--- src/rtl/alu_m_pkg.sv ---
// Shared types and constants for the M-extension divider.
// Latency: none (types only).
// Backpressure: none (types only).
package alu_m_pkg;

    localparam int DIV_WIDTH = 32;

    typedef enum logic [1:0] {
        OP_DIV  = 2'b00,
        OP_DIVU = 2'b01,
        OP_REM  = 2'b10,
        OP_REMU = 2'b11
    } div_op_t;

    typedef enum logic [2:0] {
        S_IDLE,
        S_PREP,
        S_ITER,
        S_FIXUP,
        S_DONE
    } div_state_t;

    localparam logic [DIV_WIDTH-1:0] DIV_QUO_ONES = '1;
    localparam logic [DIV_WIDTH-1:0] DIV_SMIN     = {1'b1, {(DIV_WIDTH-1){1'b0}}};

    function automatic logic is_signed_op(input div_op_t op);
        return (op == OP_DIV) || (op == OP_REM);
    endfunction

    function automatic logic is_rem_op(input div_op_t op);
        return (op == OP_REM) || (op == OP_REMU);
    endfunction

endpackage

--- src/rtl/div_step.sv ---
// One radix-2 restoring division step on {rem, quo}.
// Latency: combinational.
// Backpressure: none.
module div_step #(
    parameter int WIDTH = 32
) (
    input  logic [WIDTH-1:0] rem,
    input  logic [WIDTH-1:0] quo,
    input  logic [WIDTH-1:0] divisor,
    output logic [WIDTH-1:0] rem_next,
    output logic [WIDTH-1:0] quo_next
);

    // One extra bit: the shifted remainder can exceed WIDTH bits before the compare.
    logic [WIDTH:0] trial;

    assign trial = {rem, quo[WIDTH-1]};

    always_comb begin
        rem_next = trial[WIDTH-1:0];
        quo_next = {quo[WIDTH-2:0], 1'b0};
        if (trial >= {1'b0, divisor}) begin
            rem_next = trial[WIDTH-1:0] - divisor;
            quo_next = {quo[WIDTH-2:0], 1'b1};
        end
    end

endmodule

--- src/rtl/div_multicycle.sv ---
// Iterative DIV/DIVU/REM/REMU divider; DIV_EARLY_OUT_EN enables early finish on special cases.
// Latency: WIDTH+3 cycles from start capture to done (2 with early-out on zero/overflow/zero dividend).
// Backpressure: start is level-held; done holds with outputs until start drops.
module div_multicycle
    import alu_m_pkg::*;
#(
    parameter int WIDTH = DIV_WIDTH
) (
    input  logic             clk,
    input  logic             rst,
    input  logic             start,
    input  logic [WIDTH-1:0] operA,
    input  logic [WIDTH-1:0] operB,
    input  logic [2:0]       func3,
    output logic [WIDTH-1:0] result,
    output logic             div_by_zero,
    output logic             overflow,
    output logic             done,
    output logic             busy
);

    localparam int CNT_W = $clog2(WIDTH) + 1;

    div_state_t       state;
    div_op_t          op;
    logic [WIDTH-1:0] a_raw, b_raw;
    logic [WIDTH-1:0] quo, rem, dsr;
    logic [CNT_W-1:0] cnt;
    logic             q_neg, r_neg, dbz_r, ovf_r;
    logic [WIDTH-1:0] step_rem, step_quo;
    logic [WIDTH-1:0] q_fix, r_fix;
    logic             sgn, pre_dbz, pre_ovf;
    logic             unused_func3;

    assign unused_func3 = func3[2];
    assign sgn     = is_signed_op(op);
    assign pre_dbz = (b_raw == '0);
    assign pre_ovf = sgn && (a_raw == DIV_SMIN) && (b_raw == DIV_QUO_ONES);

    div_step #(.WIDTH(WIDTH)) u_step (
        .rem      (rem),
        .quo      (quo),
        .divisor  (dsr),
        .rem_next (step_rem),
        .quo_next (step_quo)
    );

    always_comb begin
        q_fix = q_neg ? -quo : quo;
        r_fix = r_neg ? -rem : rem;
        if (dbz_r) begin
            q_fix = DIV_QUO_ONES;
            r_fix = a_raw;
        end else if (ovf_r) begin
            q_fix = DIV_SMIN;
            r_fix = '0;
        end
    end

`ifdef DIV_EARLY_OUT_EN
    logic             early;
    logic [WIDTH-1:0] early_res;

    always_comb begin
        early     = pre_dbz || pre_ovf || (a_raw == '0);
        early_res = '0;
        if (pre_dbz)
            early_res = is_rem_op(op) ? a_raw : DIV_QUO_ONES;
        else if (pre_ovf)
            early_res = is_rem_op(op) ? '0 : DIV_SMIN;
    end
`endif

    always_ff @(posedge clk or posedge rst) begin
        if (rst) begin
            state       <= S_IDLE;
            op          <= OP_DIV;
            a_raw       <= '0;
            b_raw       <= '0;
            quo         <= '0;
            rem         <= '0;
            dsr         <= '0;
            cnt         <= '0;
            q_neg       <= 1'b0;
            r_neg       <= 1'b0;
            dbz_r       <= 1'b0;
            ovf_r       <= 1'b0;
            result      <= '0;
            div_by_zero <= 1'b0;
            overflow    <= 1'b0;
            done        <= 1'b0;
            busy        <= 1'b0;
        end else begin
            case (state)
                S_IDLE: begin
                    if (start) begin
                        a_raw <= operA;
                        b_raw <= operB;
                        op    <= div_op_t'(func3[1:0]);
                        busy  <= 1'b1;
                        state <= S_PREP;
                    end
                end
                S_PREP: begin
                    quo   <= (sgn && a_raw[WIDTH-1]) ? -a_raw : a_raw;
                    dsr   <= (sgn && b_raw[WIDTH-1]) ? -b_raw : b_raw;
                    q_neg <= sgn && (a_raw[WIDTH-1] ^ b_raw[WIDTH-1]);
                    r_neg <= sgn && a_raw[WIDTH-1];
                    dbz_r <= pre_dbz;
                    ovf_r <= pre_ovf;
                    rem   <= '0;
                    cnt   <= '0;
                    state <= S_ITER;
`ifdef DIV_EARLY_OUT_EN
                    if (early) begin
                        result      <= early_res;
                        div_by_zero <= pre_dbz;
                        overflow    <= pre_ovf;
                        done        <= 1'b1;
                        busy        <= 1'b0;
                        state       <= S_DONE;
                    end
`endif
                end
                S_ITER: begin
                    rem <= step_rem;
                    quo <= step_quo;
                    cnt <= cnt + CNT_W'(1);
                    if (cnt == CNT_W'(WIDTH - 1))
                        state <= S_FIXUP;
                end
                S_FIXUP: begin
                    result      <= is_rem_op(op) ? r_fix : q_fix;
                    div_by_zero <= dbz_r;
                    overflow    <= ovf_r;
                    done        <= 1'b1;
                    busy        <= 1'b0;
                    state       <= S_DONE;
                end
                S_DONE: begin
                    if (!start) begin
                        done  <= 1'b0;
                        state <= S_IDLE;
                    end
                end
                default: state <= S_IDLE;
            endcase
        end
    end

endmodule

--- config.mk ---
export PLATFORM = sky130hd
export DESIGN_NAME = div_multicycle
export DESIGN_NICKNAME = d
export VERILOG_FILES = /design/src/rtl/alu_m_pkg.sv /design/src/rtl/div_step.sv /design/src/rtl/div_multicycle.sv
export SDC_FILE = /design/constraint.sdc
export NUM_CORES = 1
export LEC_CHECK = 0
export CAP_MARGIN = 5
export CORE_ASPECT_RATIO = 0.5
export CORE_MARGIN = 1
export CORE_UTILIZATION = 55
export CTS_BUF_LIST = sky130_fd_sc_hd__clkbuf_4 sky130_fd_sc_hd__clkbuf_8
export CTS_CLUSTER_SIZE = 20
export DETAILED_ROUTE_END_ITERATION = 8
export MAX_ROUTING_LAYER = met4
export PLACE_DENSITY = 0.76
export SYNTH_ARGS = -nofsm -noshare
export SYNTH_HDL_FRONTEND = slang
export SYNTH_SLANG_ARGS = --single-unit
--- constraint.sdc ---
create_clock -name clk -period 9.1 [get_ports clk]
set_input_delay 2.73 -clock clk [delete_from_list [all_inputs] [get_ports clk]]
set_output_delay 2.73 -clock clk [all_outputs]
set_load 0.01 [all_outputs]
==> reports/qor.yml <==
clock-sinks: 211
syn-cell-area_sq_mm: 0.0135
syn_area_per_cell_sq_um: 8.93
wl_microns: 38700
dr_wl_met2_microns: 17100
cts_max_level: 2
ys.flop_type: "dfrtp_1"
ys_types: 72
num_rows: 40
worstPathMaxFanout: 148
drtIter0Drc: 1344
setup_tns_ns: 0
dp.cells: 1867
rsz0062_at_grt: "false"
postPlaceCellArea_sq_mm: 0.0147
dieArea_sq_mm: 0.0252
port_buffers: 104
slew_headroom_pct: 21.5
pre_cts_slack_ns: 4.15
synth_nets: 1623
synth.ff_latch_count: 211
grt.met3_usage_pct: 8.41
worst-r2r-setup-slack_ns: 5.04
grt_pass1_wl_microns: 62100
hold-worst-slack_ns: 0.477
postCtsSetupBuffers: 0
power_mw: 6.64
outcome: "completed"
grtUsageMet2_pct: 47.7
vias_per_cell: 6.29
grt_util_met1_pct: 43.5
simple_gate_share_pct: 16.2
track_usage_pct: 31.9
cts_inserted_buffers: 34
setup.worst_path.end: "rem[0]$_DFFE_PP0P_"
final_cells: 1930
muxShareOfSynthArea_pct: 5.45
path_clk_slew_ns: 0.06
leakage_nw: 6.31
end_kind: "async pin"
area_growth_pct: 14.4
cts_tree: "done"
grt_pass1_vias: 11700
synthAoiAreaFrac_pct: 21.7
period_used_pct: 47.6
==> cells in the mapped netlist, types with 34 or more instances <==
cell,instances,share of area (%)
dfrtp_1,211,39
nand2_1,166,4.6
o21ai_0,153,5.7
clkbuf_1,90,2.5
xnor2_1,85,5.5
nor2_1,75,2.1
inv_1,64,1.8
mux2_2,61,5.1
xor2_1,59,3.8
a21oi_1,56,2.1
nand4_1,43,2.0
ha_1,38,3.5
nor3_1,34,1.3
==> cells in the final DEF, fill, tap and decap left out, types with 12 or more instances in the layout <==
cell               n
xnor2_1           85
nor3_1            33
a221oi_1          15
nand3_1           30
o31ai_1           33
and3_1            12
a22oi_1           30
a21oi_1           56
clkdlybuf4s50_1  104
ha_1              38
nand2_1          165
mux2_2            61
dfrtp_1          211
o21ai_0          153
a31oi_1           13
nor4_1            18
xor2_1            59
o41ai_1           12
o21ai_1           13
o211ai_1          27
clkbuf_8          42
nor2_1            74
inv_1             63
nand4_1           43
or3_1             12
a21o_1            18
==> power breakdown <==
part	total (mW)	internal, mW	switching (mW)
sequential	2.03	1.38	0.649
clock	0.895	0.494	0.401
combinational	3.72	1.60	2.11
total	6.64	3.48	3.16
==> cell type report <==
cell class,instances,area (sq um)
tap,336,420
antenna,2,5.00
inverter,65,251
clock buffer,53,661
timing repair buffer,115,1120
sequential,211,5280
fill,2031,8610
multi-input combinational,1140,7640
clock inverter,8,73.8
==> worst max-delay path, stage by stage <==
cell and delay (ns):
clkdlybuf4s50_1 0.49, inv_8 0.68, buf_4 0.78
==> sequential cells by signal, indices dropped and copies added (netlist names), 2 cells and up <==
register	flops
rem	32
op	2
quo	32
cnt	6
b_raw	32
state	3
a_raw	32
dsr	32
result	32
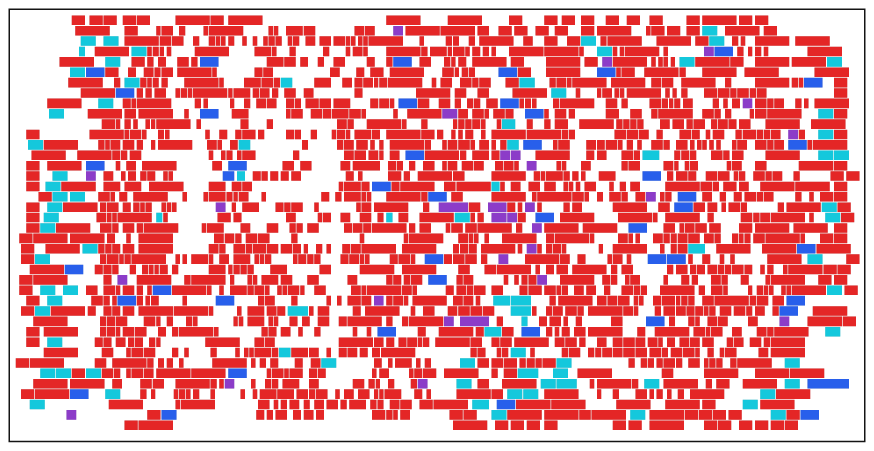
(cells by drive strength)
- _2 cells: cyan (cells 84; share 5.3%; most used mux2_2)
- _0 and _1 cells: red (cells 1434; share 90%; most used dfrtp_1)
- _6 and larger: blue (cells 45; share 2.8%; most used clkbuf_8)
- _3 and _4 cells: purple (cells 29; share 1.8%)

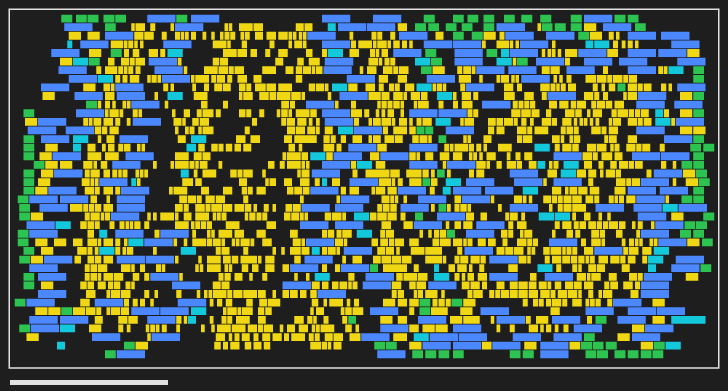
(cells colored by class)
Scale bar: 50 microns.
- flops: blue (cells 211; share of their area 35%)
- other buffers and delay cells: green (cells 115; share of their area 7.5%)
- combinational and other logic: yellow (cells 1205; share of their area 53%)
- clock drivers and dummy loads: cyan (cells 61; share of their area 4.9%)

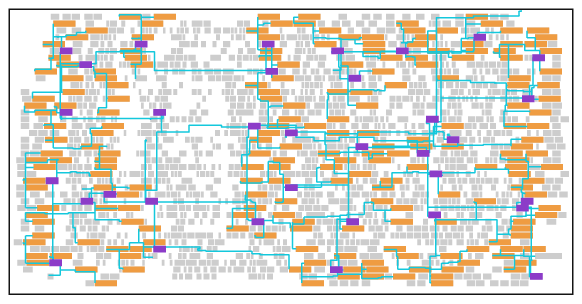
(routed clock nets over the placement)
- clock wires: cyan (length 3100 microns)
- flip-flops: orange (count 211)
- clock drivers: purple (count 34)
- routed clock nets: 35
- flops lie: widely spread

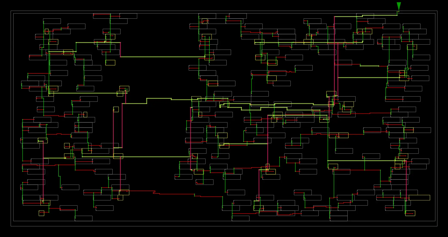
(clock routing)
Clk. pwr: 0.895 mW
# clk buffers: 53

No activity file was given, so power comes from the tool's default toggle rates.
